--- config.mk ---
export PLATFORM = sky130hd
export DESIGN_NAME = uart_receive
export DESIGN_NICKNAME = d
export VERILOG_FILES = /design/src/rtl/uart_receive.sv
export SDC_FILE = /design/constraint.sdc
export NUM_CORES = 1
export LEC_CHECK = 0
export CORE_MARGIN = 2
export CORE_UTILIZATION = 30
export CTS_CLUSTER_SIZE = 25
export DETAILED_ROUTE_END_ITERATION = 8
export PLACE_DENSITY_LB_ADDON = 0.3
export SETUP_SLACK_MARGIN = 0.02
export SYNTH_ARGS = -nofsm -noshare
export SYNTH_HDL_FRONTEND = slang
export SYNTH_SLANG_ARGS = --single-unit
--- constraint.sdc ---
create_clock -name clock -period 2.6 [get_ports clock]
set_input_delay 0.52 -clock clock [delete_from_list [all_inputs] [get_ports clock]]
set_output_delay 0.52 -clock clock [all_outputs]
set_load 0.02 [all_outputs]
--- src/rtl/uart_receive.sv ---
// 8N1 UART receiver, LSB first, oversampled by the system clock, with valid/ack delivery.
// Optional stop-bit checking is enabled by defining UART_RX_FRAMING_CHECK_EN.
module uart_receive #(
  parameter int clockperbit = 10
) (
  input  logic       clock,
  input  logic       reset,
  input  logic       rx,
  input  logic       rxack,
  output logic [7:0] rxdata,
  output logic       rxvalid,
  output logic       overrun,
  output logic       framing_err
);

  localparam int TW = $clog2(clockperbit) + 1;
  localparam logic [TW-1:0] HALF_LOAD = TW'(clockperbit / 2 - 1);
  localparam logic [TW-1:0] BIT_LOAD  = TW'(clockperbit - 1);
  localparam logic [TW-1:0] TIMER_ZERO = {TW{1'b0}};

  typedef enum logic [1:0] {
    IDLE  = 2'd0,
    START = 2'd1,
    DATA  = 2'd2,
    STOP  = 2'd3
  } state_t;

  state_t        state_q, state_d;
  logic          sync1_q, sync1_d;
  logic          sync2_q, sync2_d;
  logic [TW-1:0] timer_q, timer_d;
  logic [2:0]    index_q, index_d;
  logic [7:0]    shift_q, shift_d;
  logic          armed_q, armed_d;
  logic [7:0]    rxdata_q, rxdata_d;
  logic          rxvalid_q, rxvalid_d;
  logic          overrun_q, overrun_d;
  logic          ferr_q, ferr_d;
  logic          deliver_s;
  logic          rx_s;

  assign rx_s = sync2_q;

  // Next-state, timing and delivery logic for the receive FSM.
  always_comb begin
    sync1_d   = rx;
    sync2_d   = sync1_q;
    state_d   = state_q;
    timer_d   = timer_q;
    index_d   = index_q;
    shift_d   = shift_q;
    armed_d   = armed_q;
    rxdata_d  = rxdata_q;
    overrun_d = overrun_q;
    ferr_d    = 1'b0;
    deliver_s = 1'b0;

    if (rxack) begin
      rxvalid_d = 1'b0;
    end else begin
      rxvalid_d = rxvalid_q;
    end

    case (state_q)
      IDLE: begin
        // A start needs a high-to-low transition, so a held-low line never re-arms.
        if (!rx_s && armed_q) begin
          state_d = START;
          timer_d = HALF_LOAD;
          armed_d = 1'b0;
        end else if (rx_s) begin
          armed_d = 1'b1;
        end else begin
          armed_d = armed_q;
        end
      end
      START: begin
        if (timer_q != TIMER_ZERO) begin
          timer_d = timer_q - TW'(1);
        end else if (rx_s) begin
          state_d = IDLE;
          armed_d = 1'b1;
        end else begin
          state_d = DATA;
          index_d = 3'd0;
          timer_d = BIT_LOAD;
        end
      end
      DATA: begin
        if (timer_q != TIMER_ZERO) begin
          timer_d = timer_q - TW'(1);
        end else begin
          shift_d[index_q] = rx_s;
          timer_d = BIT_LOAD;
          if (index_q == 3'd7) begin
            state_d = STOP;
          end else begin
            index_d = index_q + 3'd1;
          end
        end
      end
      STOP: begin
        if (timer_q != TIMER_ZERO) begin
          timer_d = timer_q - TW'(1);
        end else begin
          state_d = IDLE;
          armed_d = rx_s;
          if (rx_s) begin
            deliver_s = 1'b1;
          end else begin
`ifdef UART_RX_FRAMING_CHECK_EN
            ferr_d = 1'b1;
`else
            deliver_s = 1'b1;
`endif
          end
        end
      end
      default: begin
        state_d = IDLE;
      end
    endcase

    // Delivery outranks a same-cycle ack; only an unacked full buffer is an overrun.
    if (deliver_s) begin
      rxdata_d  = shift_q;
      rxvalid_d = 1'b1;
      if (rxvalid_q && !rxack) begin
        overrun_d = 1'b1;
      end else begin
        overrun_d = overrun_q;
      end
    end else begin
      rxdata_d = rxdata_q;
    end
  end

  // State and output registers; the synchronizer resets to the idle line level.
  always_ff @(posedge clock or posedge reset) begin
    if (reset) begin
      state_q   <= IDLE;
      sync1_q   <= 1'b1;
      sync2_q   <= 1'b1;
      timer_q   <= TIMER_ZERO;
      index_q   <= 3'd0;
      shift_q   <= 8'h00;
      armed_q   <= 1'b0;
      rxdata_q  <= 8'h00;
      rxvalid_q <= 1'b0;
      overrun_q <= 1'b0;
      ferr_q    <= 1'b0;
    end else begin
      state_q   <= state_d;
      sync1_q   <= sync1_d;
      sync2_q   <= sync2_d;
      timer_q   <= timer_d;
      index_q   <= index_d;
      shift_q   <= shift_d;
      armed_q   <= armed_d;
      rxdata_q  <= rxdata_d;
      rxvalid_q <= rxvalid_d;
      overrun_q <= overrun_d;
      ferr_q    <= ferr_d;
    end
  end

  assign rxdata      = rxdata_q;
  assign rxvalid     = rxvalid_q;
  assign overrun     = overrun_q;
  assign framing_err = ferr_q;

endmodule
**Local utilization**

Bar = 20 um. The die is cut into 8 by 8 equal tiles; dark blue is low, red is high, 0 to 100% covered.
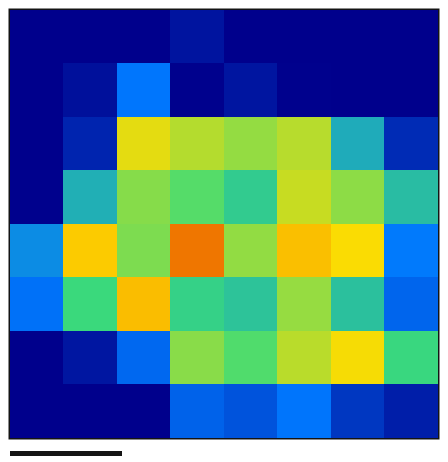
tiles over 75% full = 6.2%
densest ninth of the die = middle
mean over tiles = 31%
fullest tile = 87%
area of the placeable core: 5075 um^2
fraction of the core area covered by cells at the end of the flow: 37.20%
initial core utilization: 30.74%

**Cell sizes after repair**

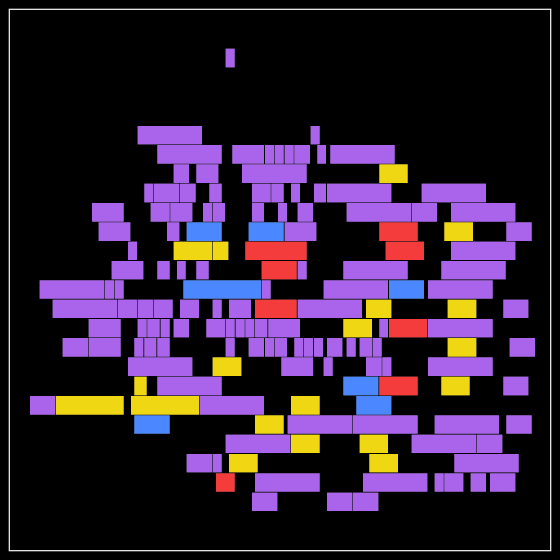
red -> drive 3 to 4  # cells 8, share 5.1%
yellow -> drive 2  # cells 19, share 12%
blue -> drive 6 and up  # cells 7, share 4.5%
purple -> drive 1 or less  # cells 122, share 78%
number of non-clock buffers in the layout: 14
synthesis-to-finish area growth: 21.01%
setup slack after layout: 0.6508 ns
Final Cell Area: 1888 um^2

==> run notes <==
From bottom edge to top edge, the die measures 76.12 um. The share of cell area taken by muxes after synthesis is 14.51%. The final antenna diode tally reported by the flow is 0. The area fraction of the dominant cell type after synthesis is 46.51%. The run gives 1810 uW for the total power after layout.

The synthesis run identifies the leading combinational cell family as simple AND/OR/NAND/NOR gates. Sorting the synthesized cells by how often they occur yields dfrtp_1, nand2_1, mux2_2. Per the synthesis report, the simple-gate share of the synthesized area is 14.60%. Synthesis produced a netlist with a net count of 150.

The last timing report of the flow puts the setup violation total at 0. The worst register-to-register path depth is 6. The run gives 13 for the tally of buffers added on design ports. The post-route clock period utilization was 74.97%. For reference, the critical path cell chain is inv_1, ha_1, o21bai_1, a211oi_1, a31oi_1, a31oi_1.

Summing every instance area after synthesis gives 1560 um^2. Setup repair after global routing left no endpoint under its margin. For this design the static power due to leakage is 0.0008824 uW. With the setup clock skew after layout at 0.005249 ns, the sum of buffers and inverters on the critical path is 1. The most numerous cell type found on the critical path is a31oi_1.

In the Yosys report, the sequential cells make up 49.88% of the chip area. The DRC violation total left in the routed layout is recorded as 0. The tools report the buffers inserted during post-CTS setup optimization as 0. The netlist uses 36 different library cells. The worst VDD IR drop from the latest analysis is 0.0003996 V. The logs give 0 for the Yosys warning count and 15 for the number of top-level pins. For this run, asynchronously set or reset flops after synthesis account for 100.0%. In this run the worst path has a maximum fanout of 6. The tools report the number of max-cap violations as 0. The post-synth register bit count is 31. Per the layout area report, the combinational gate area comes to 737.0 um^2.

The run gives 2.15 ns as the arrival time reported for the critical path endpoint. The top cell type in the final layout, fill and taps aside, is dfrtp_1. For the pin with the worst max-slew slack, the measured transition is 0.5141 ns. The flow ran to the end, and the final reports show no timing, DRC or antenna violations. The family of cells with the greatest summed delay on the critical path is AND-OR/OR-AND gates.

The tools report the via count of the first global-routing pass as 1060. The clock network burns 26.9% of the power. Per the layout report, the design carries 508 filler cells.

The timing report shows that the slowest cell on the worst path is a211oi_1. Post-cts sizing count: 0. The first TritonRoute pass finished after 4 iterations. In this design, the stage delay of the slowest critical-path cell is 0.49 ns.

The number of warnings reported in the stage logs is 31. The die area was 5793 um^2; the post-cts hold-fix buffer tally was 0. For the number of buffers between clock root and the deepest sink, the log shows 2. The clock root buffer is clkbuf_8. The worst setup path is launched from a flop. The tools report the final hold violation count as 0.
**The metal 1 layer**

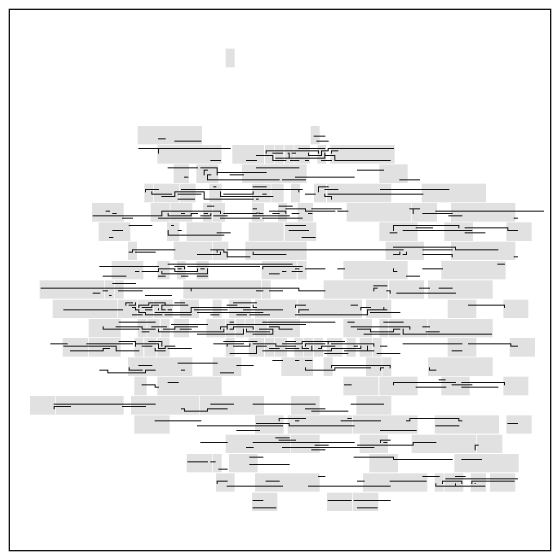
longest straight run = 36.3 um
nets with wire on the layer = 142
wire length on this layer = 1340 um
drt total wl: 2786 um
number of vias after detailed routing: 1043
met1 track demand over resource: 13.53%

**Congestion heat map**

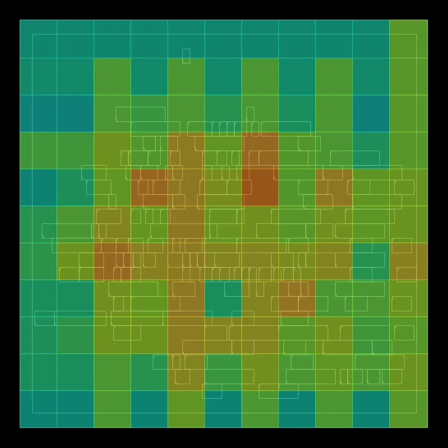
met2 usage in global routing: 16.52%
met3 layer usage reported by global route: 4.739%
total track usage: 10.62%

[sequential cells by signal (all words and copies together), names as in the netlist, named ones only]
name and cells:
armed_q 1, index_q 3, overrun 1, rx_s 1, rxdata 8, rxvalid 1, shift_q 8, state_q 1
sync1_q 1, timer_q 5
[power by group through the flow]
stage	clock [uW]	sequential, uW	combinational, uW
after floorplan	0	675	496
after global placement	0	675	627
after detailed placement	0	681	646
after CTS	505	673	653
after global routing	530	686	743
final	488	673	649
[metal layers]
metal,up-vias,GRT usage (%),share of wire (%)
li1,512,-,-
met1,504,13.53,48
met2,22,16.52,45
met3,5,4.739,5.3
met4,0,2.727,1.2
met5,-,0,0
[how the worst min path moves through the flow]
stage,from,end,slack [ns],cells past startpoint
6_report,sync1_q,rx_s,0.36,0
4_1_cts,sync1_q,rx_s,0.36,0
3_3_place_gp,sync1_q,rx_s,0.35,0
3_5_place_dp,sync1_q,rx_s,0.35,0
2_1_floorplan,sync1_q,rx_s,0.35,0
5_1_grt,sync1_q,rx_s,0.36,0
[through the flow]
step	cell area, um^2	worst slack, ns
6_report	1888	0.6508
3_5_place_dp	1770	0.6915
5_1_grt	1888	0.4160
2_1_floorplan	1560	0.8182
3_3_place_gp	1770	0.7254
4_1_cts	1888	0.6452
[kinds of logic (layout without fill, tap and decap cells)]
kind of cell	Yosys count	after routing
adder cells (fa/ha/maj)	9	9
AND-OR/OR-AND	25	25
buffers and inverters	11	30
other	1	1
multiplexers	19	19
flip-flops	31	31
AND/OR/NAND/NOR	41	41
[final cells by class]
type / count / share of cell area, %
Clock buffer: 6 / 4.374
Clock inverter: 2 / 1.856
Inverter: 8 / 1.590
Multi-Input combinational cell: 95 / 39.03
Sequential cell: 31 / 41.22
Tap cell: 70 / 4.639
Timing Repair Buffer: 14 / 7.290
Power and IR drop assume default switching activity.
